==> config.mk <==
export PLATFORM = sky130hd
export DESIGN_NAME = io_to_axi
export DESIGN_NICKNAME = d
export VERILOG_FILES = /design/src/rtl/io_bridge_pkg.sv /design/src/rtl/io_bridge_timer.sv /design/src/rtl/io_to_axi.sv
export SDC_FILE = /design/constraint.sdc
export NUM_CORES = 1
export LEC_CHECK = 0
export CAP_MARGIN = 15
export CORE_UTILIZATION = 45
export DETAILED_ROUTE_END_ITERATION = 16
export GPL_TIMING_DRIVEN = 0
export PLACE_DENSITY = 0.81
export SYNTH_ARGS = -nofsm -noshare
export SYNTH_HDL_FRONTEND = slang
export SYNTH_SLANG_ARGS = --single-unit
==> constraint.sdc <==
create_clock -name clk -period 5.2 [get_ports clk]
set_clock_uncertainty 0.05 [all_clocks]
set_input_delay 1.04 -clock clk [delete_from_list [all_inputs] [get_ports clk]]
set_output_delay 1.04 -clock clk [all_outputs]
set_load 0.005 [all_outputs]
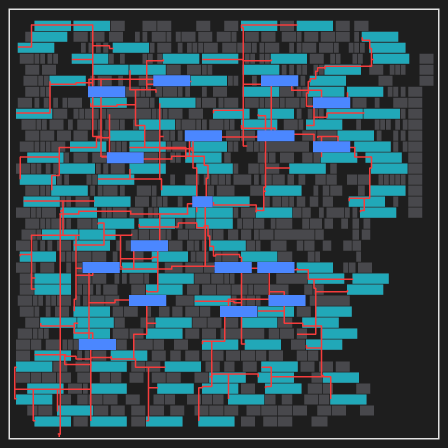
(run_1/clock_wires.png)
[blue] clock-net drivers | count: 17
[red] clock wires | length: 1510 um
[cyan] flip-flops | count: 120
routed clock nets	18
flops lie	all over the die
clock network power share: 0.296
clock insertion delay at the later pin of the skew report: 510 ps
Power Clock: 1.16 mW

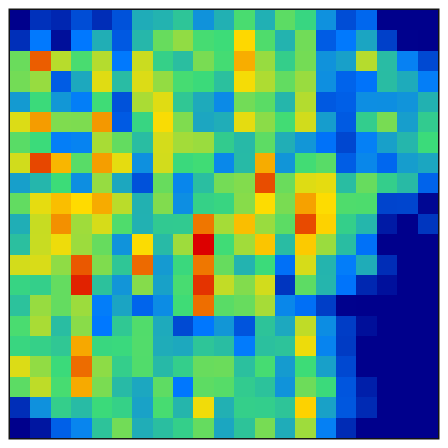
(run_1/route_heat.png)
The die is cut into 21 by 21 equal tiles; dark blue is low, red is high, scaled to the fullest tile. Values are wire area over tile area, all layers added.
mean over tiles	0.20
nearly empty tiles	9.5%
tiles over half the peak	39%
fullest tile	0.48
emptiest ninth of the die	bottom right
number of vias in the routed layout: 4326
routed wire length per instance: 16.2 um
GR Util All Layers: 0.260
Final Routed Wirelength: 13.9 mm

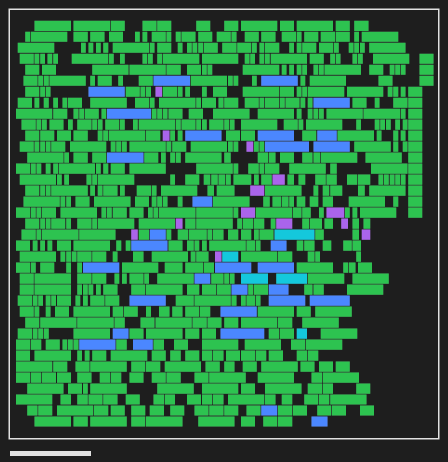
(run_1/sizing.png)
Scale bar: 20 um.
colour	size	cells
purple	x2	13
blue	x6 and larger	31
green	x1 and smaller	671
cyan	x3 and x4	5
synth-to-layout area growth: 58.8%
setup slack of the critical path after layout: 2590 ps
number of non-clock buffers in the layout: 235
Finished Cell Area: 0.00771 mm^2

==> metrics.yaml, run 1 <==
power_and_ir_drop:
  netSwitchingPower_mw: 1.14
  netSwitchingFraction: 0.292
  fin_total_pwr_mw: 3.91
  leakagePower_nw: 3.60
  comb-power_mw: 1.32
  power.share.sequential: 0.365
final_timing:
  report.final.setup_viol: 0
  finalMaxSlewViolations: 0
  post_route_setup_tns_ps: 0
  final-hold-violation-count: 0
  period_needed_ps: 2610
placement:
  numPortBuffers: 207
  globalplace.congestion: 0.803
  place_area_mm2: 0.00713
  hpwlAfterDp_mm: 9.57
drt:
  maxUsedRoutingLayer: "met4"
  detailroute.wirelength.met2_mm: 7.40
  first_iteration_detailed_routing_drc_count: 266
  via_per_inst: 5.05
  ant_nets: 0
synthesis:
  number_of_synthesized_flops_with_an_enable_pin: 0
  count_of_instantiated_cells_in_the_yosys_netlist: 481
  syn-cell-area_mm2: 0.00486
  synth-async-reset-ratio: 1.00
  synth_simple_gate_area_share: 0.217
  yosys.stat.seqShare: 0.618
  synthesis.area_per_instance_um2: 10.1
  synthMuxAreaShare: 0.00206
outcome:
  outcome: "finished clean"
floorplanning:
  fp_util: 0.466
  die_height_um: 106
  pin_count: 210
critical_path:
  worst_path_max_delay_cell: "sky130_fd_sc_hd__clkdlybuf4s50_1"
  worst_setup_ep_type: "output port"
  cp_max_fo: 5
  worstSetupPathDepth: 1
  r2r.worst_path.cells: 8
  cp.required_ps: 4110
layout:
  top_area_cell_class: "sequential cells"
  comb-cell-share: 0.218
  num-clock-buffers: 22
global_routing:
  global_route.overflow_total: 0
  grt_antenna_before_repair: 0
  gr-usage-met3: 0.0926
clock_tree:
  cts_repair_resize_count: 0
  cts.repair_timing.setup_buffer_count: 0
  worst_setup_hold_path_clk_slew_ps: 50
-- run 1: synthesized netlist by cell type (5+ instances only) --
cell,count,area share
sky130_fd_sc_hd__ha_1,6,0.015
sky130_fd_sc_hd__buf_6,6,0.014
sky130_fd_sc_hd__o31ai_1,9,0.014
sky130_fd_sc_hd__o21a_1,32,0.049
sky130_fd_sc_hd__buf_1,5,0.0039
sky130_fd_sc_hd__clkbuf_1,14,0.011
sky130_fd_sc_hd__o21ai_0,6,0.0062
sky130_fd_sc_hd__a21oi_1,9,0.0093
sky130_fd_sc_hd__dfrtp_1,120,0.62
sky130_fd_sc_hd__nand2_1,213,0.16
sky130_fd_sc_hd__nand3_1,5,0.0051
sky130_fd_sc_hd__inv_1,6,0.0046
==> run 1 -> run 2 <==
CORE_UTILIZATION = 38   (was 45)
PLACE_DENSITY = 0.72   (was 0.81)
clock period = 2.19 ns   (was 5.2 ns; I/O delays follow)
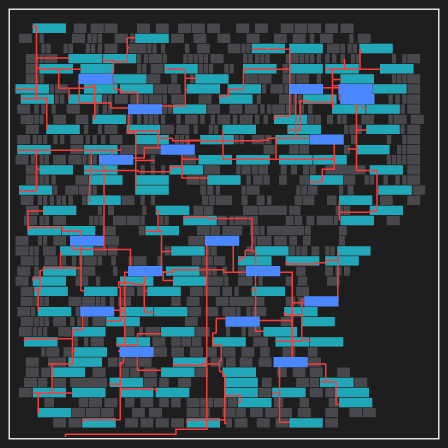
(run_2/clock_wires.png)
[blue] clock-net drivers | count: 17
[red] clock wires | length: 1520 um
[cyan] flip-flops | count: 120
routed clock nets	18
Power Clock: 2.65 mW
clock network power share: 0.290
clock insertion delay at the later pin of the skew report: 410 ps

==> run 2 against run 1 <==
First-iteration DRC count is 40% lower. Routed wire length shrank 4.5%. Flip-flop count did not move. Non-clock buffer count unchanged. Synthesized cell count did not move. Via count shrank 2.1%.
==> metrics.yaml, run 2 <==
drt:
  via_per_inst: 4.77
  maxUsedRoutingLayer: "met4"
  detailroute.wirelength.met2_mm: 6.70
critical_path:
  worst_path_max_delay_cell: "sky130_fd_sc_hd__o41ai_4"
  r2r.worst_path.cells: 6
  worst_setup_ep_type: "flip-flop"
  worstSetupPathDepth: 6
  cp_max_fo: 10
  cp.required_ps: 2480
power_and_ir_drop:
  leakagePower_nw: 3.62
  fin_total_pwr_mw: 9.14
final_timing:
  period_needed_ps: 2020
  report.final.setup_viol: 0
  post_route_setup_tns_ps: 0
  setup_slack_of_the_critical_path_after_layout_ps: 165
  final-hold-violation-count: 0
  finalMaxSlewViolations: 0
synthesis:
  yosys.stat.seqShare: 0.618
  synthesis.area_per_instance_um2: 10.1
  netlist.area_leader.share: 0.618
  count_of_instantiated_cells_in_the_yosys_netlist: 481
  netlist_top_cells_area: "sky130_fd_sc_hd__dfrtp_1, sky130_fd_sc_hd__nand2_1, sky130_fd_sc_hd__o21a_1"
  synth_top_cell_by_count: "sky130_fd_sc_hd__nand2_1"
layout:
  comb-cell-share: 0.218
  num-clock-buffers: 22
  areaGrowthSynthToFinish_pct: 59.6
placement:
  place_area_mm2: 0.00717
  hpwlAfterDp_mm: 9.74
  globalplace.congestion: 0.777
  numPortBuffers: 207
floorplanning:
  pin_count: 210
outcome:
  outcome: "finished clean"
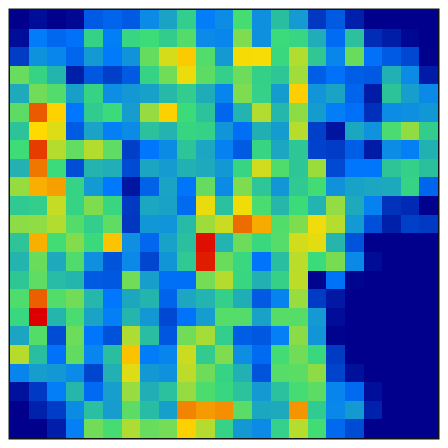
(run_2/route_heat.png)
The die is cut into 23 by 23 equal tiles; dark blue is low, red is high, scaled to the fullest tile. Values are wire area over tile area, all layers added.
tiles over half the peak	26%
mean over tiles	0.16
fullest tile	0.46
emptiest ninth of the die	bottom right
Final Routed Wirelength: 13.2 mm
GR Util All Layers: 0.213

==> run 2: cell counts after synthesis <==
Identical to the previous run, type by type.
==> run 2: tightest hold or removal path, cell delays in order (launching register included) <==
cell and delay (ps):
sky130_fd_sc_hd__dfrtp_1 340, sky130_fd_sc_hd__nand2_1 50, sky130_fd_sc_hd__nand2_1 50
==> run 2: cells by family after synthesis <==
group           after synthesis  share of synthesized area
simple gates                249                      0.217
fa+ha+maj                     6                     0.0155
flops                       120                      0.618
buf+inv                      33                     0.0353
compound gates               72                      0.112
mux                           1                    0.00206
==> run 2: where the power goes <==
group	internal (mW)	switching (mW)	leakage, nW
sequential	2.95	0.421	1.56
clock	1.71	0.936	0.276
combinational	1.83	1.29	1.78
No activity file was given, so power comes from the tool's default toggle rates.
